===== config.mk =====
export PLATFORM = sky130hd
export DESIGN_NAME = lsu_flat
export DESIGN_NICKNAME = d
export VERILOG_FILES = /design/src/rtl/lsu_if.sv /design/src/rtl/lsu.sv /design/src/flat_wrapper.sv
export SDC_FILE = /design/constraint.sdc
export NUM_CORES = 1
export LEC_CHECK = 0
export CORE_AREA = 2 2 95 115
export DETAILED_ROUTE_END_ITERATION = 6
export DIE_AREA = 0 0 97 117
export MAX_ROUTING_LAYER = met4
export PLACE_DENSITY = 0.84
export SLEW_MARGIN = 20
export SYNTH_ARGS = -nofsm -noshare
export SYNTH_HDL_FRONTEND = slang
export SYNTH_SLANG_ARGS = --single-unit

===== constraint.sdc =====
create_clock -name clk_i -period 4.3 [get_ports clk_i]
set_input_delay 1.29 -clock clk_i [delete_from_list [all_inputs] [get_ports clk_i]]
set_output_delay 1.29 -clock clk_i [all_outputs]
set_load 0.05 [all_outputs]

===== src/rtl/lsu_if.sv =====
// Request/response channel between a requester and the load/store unit.
// One request is outstanding at a time; the response is a single-cycle pulse.
interface lsu_if;
    logic        req_valid_i;
    logic        req_ready_o;
    logic        req_we_i;
    logic [31:0] req_addr_i;
    logic [1:0]  req_size_i;
    logic        req_unsigned_i;
    logic [31:0] req_wdata_i;
    logic        rsp_valid_o;
    logic [31:0] rsp_rdata_o;
    logic        rsp_err_o;

    modport master (
        output req_valid_i, req_we_i, req_addr_i, req_size_i, req_unsigned_i, req_wdata_i,
        input  req_ready_o, rsp_valid_o, rsp_rdata_o, rsp_err_o
    );

    modport slave (
        input  req_valid_i, req_we_i, req_addr_i, req_size_i, req_unsigned_i, req_wdata_i,
        output req_ready_o, rsp_valid_o, rsp_rdata_o, rsp_err_o
    );
endinterface


===== src/rtl/lsu.sv =====
// Byte-addressed RV32 load/store unit in front of a word-only memory.
// Sub-word stores are done as read-modify-write; faults never touch memory.
module lsu #(
    parameter int DEPTH = 16
) (
    input  logic                     clk_i,
    input  logic                     rst_ni,
    lsu_if.slave                     bus,
    output logic                     mem_read_en_o,
    output logic [$clog2(DEPTH)-1:0] mem_read_pos_o,
    input  logic [31:0]              mem_read_data_i,
    input  logic                     mem_read_valid_i,
    output logic                     mem_write_en_o,
    output logic [$clog2(DEPTH)-1:0] mem_write_pos_o,
    output logic [31:0]              mem_write_data_o
);
    localparam int PW = $clog2(DEPTH);

    typedef enum logic [2:0] {IDLE, READ, WAIT, WRITE, RESP} state_t;

    state_t        r_state;
    state_t        w_next;
    logic          r_we;
    logic          r_uns;
    logic          r_err;
    logic [1:0]    r_size;
    logic [31:0]   r_addr;
    logic [31:0]   r_wdata;
    logic [31:0]   r_rdata;

    logic          w_accept;
    logic          w_req_err;
    logic [PW-1:0] w_pos;
    logic [4:0]    w_shamt;
    logic [31:0]   w_lane;
    logic [31:0]   w_mask;
    logic [31:0]   w_load;
    logic [31:0]   w_merged;

    assign w_accept  = bus.req_valid_i && (r_state == IDLE);
    assign w_req_err = (bus.req_size_i == 2'b11)
                    || ((bus.req_size_i == 2'b01) && bus.req_addr_i[0])
                    || ((bus.req_size_i == 2'b10) && (bus.req_addr_i[1:0] != 2'b00))
                    || ({2'b00, bus.req_addr_i[31:2]} >= 32'(DEPTH));

    assign w_pos    = r_addr[PW+1:2];
    assign w_shamt  = {r_addr[1:0], 3'b000};
    assign w_lane   = mem_read_data_i >> w_shamt;
    assign w_mask   = ((r_size == 2'b00) ? 32'h0000_00FF : 32'h0000_FFFF) << w_shamt;
    assign w_merged = (mem_read_data_i & ~w_mask) | ((r_wdata << w_shamt) & w_mask);

    always_comb begin
        w_load = mem_read_data_i;
        case (r_size)
            2'b00:   w_load = {{24{~r_uns & w_lane[7]}},  w_lane[7:0]};
            2'b01:   w_load = {{16{~r_uns & w_lane[15]}}, w_lane[15:0]};
            default: w_load = mem_read_data_i;
        endcase
    end

    always_ff @(posedge clk_i or negedge rst_ni) begin
        if (!rst_ni) begin
            r_state <= IDLE;
        end else begin
            r_state <= w_next;
        end
    end

    // Memory-side outputs decode from state and latched fields only, never from req_*.
    always_comb begin
        w_next           = r_state;
        bus.req_ready_o  = 1'b0;
        bus.rsp_valid_o  = 1'b0;
        bus.rsp_rdata_o  = 32'd0;
        bus.rsp_err_o    = 1'b0;
        mem_read_en_o    = 1'b0;
        mem_read_pos_o   = '0;
        mem_write_en_o   = 1'b0;
        mem_write_pos_o  = '0;
        mem_write_data_o = 32'd0;
        case (r_state)
            IDLE: begin
                bus.req_ready_o = rst_ni;
                if (bus.req_valid_i) begin
                    if (w_req_err)
                        w_next = RESP;
                    else if (bus.req_we_i && (bus.req_size_i == 2'b10))
                        w_next = WRITE;
                    else
                        w_next = READ;
                end
            end
            READ: begin
                mem_read_en_o  = 1'b1;
                mem_read_pos_o = w_pos;
                w_next         = WAIT;
            end
            WAIT: begin
                if (mem_read_valid_i)
                    w_next = r_we ? WRITE : RESP;
            end
            WRITE: begin
                mem_write_en_o   = 1'b1;
                mem_write_pos_o  = w_pos;
                mem_write_data_o = r_wdata;
                w_next           = RESP;
            end
            RESP: begin
                bus.rsp_valid_o = 1'b1;
                bus.rsp_rdata_o = r_rdata;
                bus.rsp_err_o   = r_err;
                w_next          = IDLE;
            end
            default: w_next = IDLE;
        endcase
    end

    // r_wdata doubles as the merged word for sub-word stores, so WRITE always sends r_wdata.
    always_ff @(posedge clk_i or negedge rst_ni) begin
        if (!rst_ni) begin
            r_we    <= 1'b0;
            r_uns   <= 1'b0;
            r_err   <= 1'b0;
            r_size  <= 2'b00;
            r_addr  <= 32'd0;
            r_wdata <= 32'd0;
            r_rdata <= 32'd0;
        end else if (w_accept) begin
            r_we    <= bus.req_we_i;
            r_uns   <= bus.req_unsigned_i;
            r_err   <= w_req_err;
            r_size  <= bus.req_size_i;
            r_addr  <= bus.req_addr_i;
            r_wdata <= bus.req_wdata_i;
            r_rdata <= 32'd0;
        end else if ((r_state == WAIT) && mem_read_valid_i) begin
            if (r_we)
                r_wdata <= w_merged;
            else
                r_rdata <= w_load;
        end
    end
endmodule


===== src/flat_wrapper.sv =====
// flat-port wrapper written by rule: the top's interface ports become plain ports
module lsu_flat 
#(
    parameter int DEPTH = 16
)
  (clk_i, rst_ni, mem_read_en_o, mem_read_pos_o, mem_read_data_i, mem_read_valid_i, mem_write_en_o, mem_write_pos_o, mem_write_data_o, bus_req_valid_i, bus_req_we_i, bus_req_addr_i, bus_req_size_i, bus_req_unsigned_i, bus_req_wdata_i, bus_req_ready_o, bus_rsp_valid_o, bus_rsp_rdata_o, bus_rsp_err_o);
  lsu_if bus_i ();
  input  logic clk_i;
  input  logic rst_ni;
  output logic mem_read_en_o;
  output logic [$clog2(DEPTH)-1:0] mem_read_pos_o;
  input  logic [31:0] mem_read_data_i;
  input  logic mem_read_valid_i;
  output logic mem_write_en_o;
  output logic [$clog2(DEPTH)-1:0] mem_write_pos_o;
  output logic [31:0] mem_write_data_o;
  input wire logic [$bits(bus_i.req_valid_i)-1:0] bus_req_valid_i;
  input wire logic [$bits(bus_i.req_we_i)-1:0] bus_req_we_i;
  input wire logic [$bits(bus_i.req_addr_i)-1:0] bus_req_addr_i;
  input wire logic [$bits(bus_i.req_size_i)-1:0] bus_req_size_i;
  input wire logic [$bits(bus_i.req_unsigned_i)-1:0] bus_req_unsigned_i;
  input wire logic [$bits(bus_i.req_wdata_i)-1:0] bus_req_wdata_i;
  output wire logic [$bits(bus_i.req_ready_o)-1:0] bus_req_ready_o;
  output wire logic [$bits(bus_i.rsp_valid_o)-1:0] bus_rsp_valid_o;
  output wire logic [$bits(bus_i.rsp_rdata_o)-1:0] bus_rsp_rdata_o;
  output wire logic [$bits(bus_i.rsp_err_o)-1:0] bus_rsp_err_o;
  assign bus_i.req_valid_i = bus_req_valid_i;
  assign bus_i.req_we_i = bus_req_we_i;
  assign bus_i.req_addr_i = bus_req_addr_i;
  assign bus_i.req_size_i = bus_req_size_i;
  assign bus_i.req_unsigned_i = bus_req_unsigned_i;
  assign bus_i.req_wdata_i = bus_req_wdata_i;
  assign bus_req_ready_o = bus_i.req_ready_o;
  assign bus_rsp_valid_o = bus_i.rsp_valid_o;
  assign bus_rsp_rdata_o = bus_i.rsp_rdata_o;
  assign bus_rsp_err_o = bus_i.rsp_err_o;
  lsu #(.DEPTH(DEPTH)) u_core (.clk_i(clk_i), .rst_ni(rst_ni), .bus(bus_i), .mem_read_en_o(mem_read_en_o), .mem_read_pos_o(mem_read_pos_o), .mem_read_data_i(mem_read_data_i), .mem_read_valid_i(mem_read_valid_i), .mem_write_en_o(mem_write_en_o), .mem_write_pos_o(mem_write_pos_o), .mem_write_data_o(mem_write_data_o));
endmodule

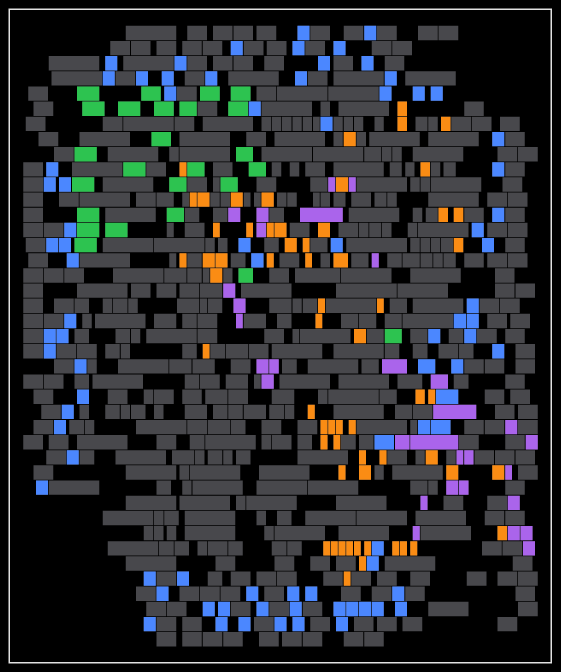
(run_1/gate_families.png)
Key: green = AND-OR and OR-AND gates [cells 25, most used a221o_2]; orange = NAND gates [cells 61, most used nand2_1]; purple = NOR gates [cells 31, most used nor2_1]; blue = AND and OR gates [cells 82, most used and2_1, where all over the die]
most numerous logic cell after layout: clkdlybuf4s50_1
combinational share of cell area: 0.375
post-route insts no fill: 801

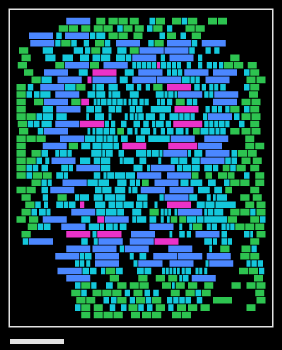
(run_1/cell_classes.png)
The bar under the picture is 20 um long.
Key: blue = flip-flops [cells 78, share of their area 29%]; green = other buffers and delay cells [cells 189, share of their area 28%]; magenta = clock drivers and dummy loads [cells 16, share of their area 4.6%]; cyan = all other logic [cells 389, share of their area 39%]

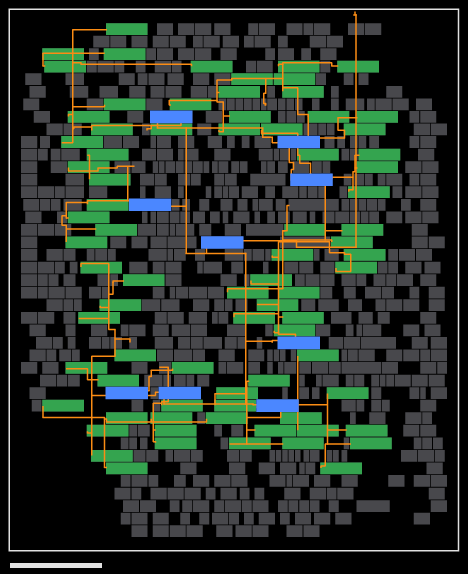
(run_1/clock_map.png)
The bar under the picture is 20 um long.
Key: green = flip-flops [count 78]; orange = clock wires [length 1,010 um]; blue = cells driving clock nets [count 9]
There are 10 routed clock nets.
worst-skew pair later-pin latency: 0.34 ns
worst-case clock skew: 0.00606 ns
Clk network pwr share: 0.180

==> flow_summary.ini, run 1 <==
; physical design summary
[worst_hold_path]
min_path_cells = 2
hp-class = flip-flop to flip-flop

[grt]
grt_use_met2 = 0.482
grtUsageTotal = 0.290
antenna_found_initial = 0

[routing]
drc = 0

[synthesis]
syn_inst = 510
adder_share = 0
ys_chip_area_sq_um = 4800
ys_seq_elements = 78

[placed_design]
detailed_place.area_sq_um = 6640

[timing]
hold_viol_final = 0
max_freq_mhz = 257

[clock_network]
path_clk_slew_ns = 0.06
cts_resized = 0
hold_buffers = 0

[power]
power_density_nw_per_um2 = 650
power.leakage_nw = 2.86

[run]
cap_violations = 0

[outcome]
status = finished, final reports clean

[cells_and_area]
nonClockInverterCount = 12

[critical_path]
required_ns = 3.01

[floorplan]
core-area_sq_um = 10300
tapCellCount = 129
-- run 1: cell families after synthesis --
kind of cell,count (synthesis)
AOI/OAI and AO/OA,166
buffers and inverters,55
DFF,78
and+or+nand+nor,174
muxes,37
-- run 1: where the power goes --
group	switching, W	internal (W)
combinational	0.00129	0.000960
sequential	0.000393	0.00107
clock	0.000305	0.000507
total	0.00199	0.00254
-- run 1: per-layer routing --
metal / share of wire / up-vias
met5: 0 / -
met2: 0.49 / 274
li1: - / 2185
met1: 0.39 / 2307
met3: 0.086 / 35
met4: 0.030 / 0
-- run 1: through the flow --
step                setup WS (ns)  utilization  hold WS, ns
global route                0.263        0.675        0.524
CTS                         0.399        0.675        0.488
detailed placement          0.781        0.644        0.473
global placement            0.787        0.644        0.478
floorplan                   0.131            -        0.451
finish                      0.407        0.675        0.485
==> run 1 -> run 2 <==
Settings changed: CTS_CLUSTER_DIAMETER set to 30.
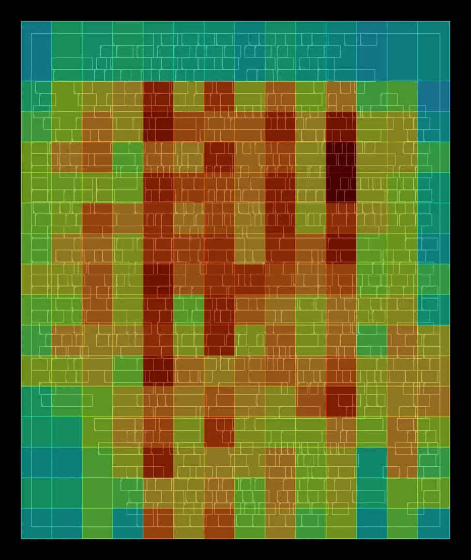
(run_2/final_congestion.png)
final design utilization: 0.675
M3 GR Usage: 0.0529
M1 GR Usage: 0.361
post-DR wirelength/cell: 20.1 um
GRT Max-Usage Layer: met2

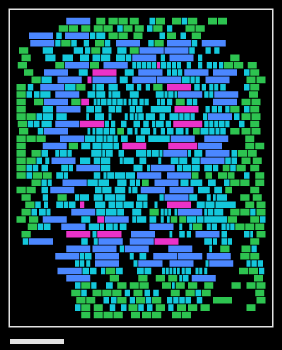
(run_2/cell_classes.png)
The bar under the picture is 20 um long.
# rows: 41
Core Area: 10,300 sq um

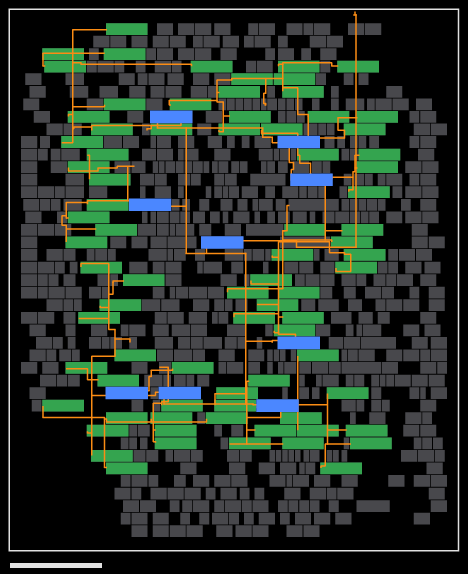
(run_2/clock_map.png)
The bar under the picture is 20 um long.
Key: orange = clock wires [length 1,010 um]; green = flip-flops [count 78]; blue = cells driving clock nets [count 9]
There are 10 routed clock nets. Position of the flops: all over the die.
Clk. pwr: 0.000812 W

==> run 2 against run 1 <==
Against the previous run:
- non-clock buffer count is the same
- total power is the same
- via count unchanged
- design area did not move
- area after synthesis stayed put
- worst hold slack stayed put
- clock power about the same
- count of clock-buffer cells in the layout is the same
- flip-flop count unchanged
- sequential share of layout area is the same
- register-to-register slack about the same
- fmax unchanged
- largest cell class unchanged
- highest routed layer unchanged
==> flow_summary.ini, run 2 <==
; physical design summary
[timing]
setup_ws_ns = 0.407
fin_hold_ws_ns = 0.485
max_freq_mhz = 257
hold_viol_final = 0

[worst_hold_path]
min_path_cells = 2
hp-class = flip-flop to flip-flop

[grt]
antenna_found_initial = 0
grtUsageTotal = 0.290
grt_use_met2 = 0.482

[routing]
dr_wl_met2_um = 7960
dr_wl_met3_um = 1390
wl_met1_um = 6250
drc = 0

[synthesis]
adder_share = 0
ys_chip_area_sq_um = 4800

[power]
power_density_nw_per_um2 = 650

[clock_network]
cts_resized = 0
clk_latency_ns = 0.34
path_clk_slew_ns = 0.06
hold_buffers = 0

[placed_design]
dpl_worst_slack_ns = 0.781

[run]
cap_violations = 0

[cells_and_area]
layoutNonFillerInstCount = 801

[outcome]
status = finished, final reports clean
## run 2: cell counts in the layout (fill, tap and decap cells not counted)
Identical to the previous run, type by type.
## run 2: final cells by class
type / instances / area share
Clock buffer: 10 / 0.0329
Multi-Input combinational cell: 377 / 0.375
Tap cell: 129 / 0.0232
Timing Repair Buffer: 189 / 0.270
Sequential cell: 78 / 0.281
Clock inverter: 6 / 0.0124
Inverter: 12 / 0.00647
## run 2: worst max-delay path, cell delays in order (launching register included)
cell             delay, ns
dfrtp_1               0.66
and3b_1               0.33
buf_4                 0.29
and2_1                0.17
clkdlybuf4s50_1       0.80
## run 2: power by group
part / switching (W) / internal, W / total (W)
Combinational: 0.00129 / 0.000960 / 0.00225
Sequential: 0.000393 / 0.00107 / 0.00146
Clock: 0.000305 / 0.000507 / 0.000812
Power and IR drop assume default switching activity.
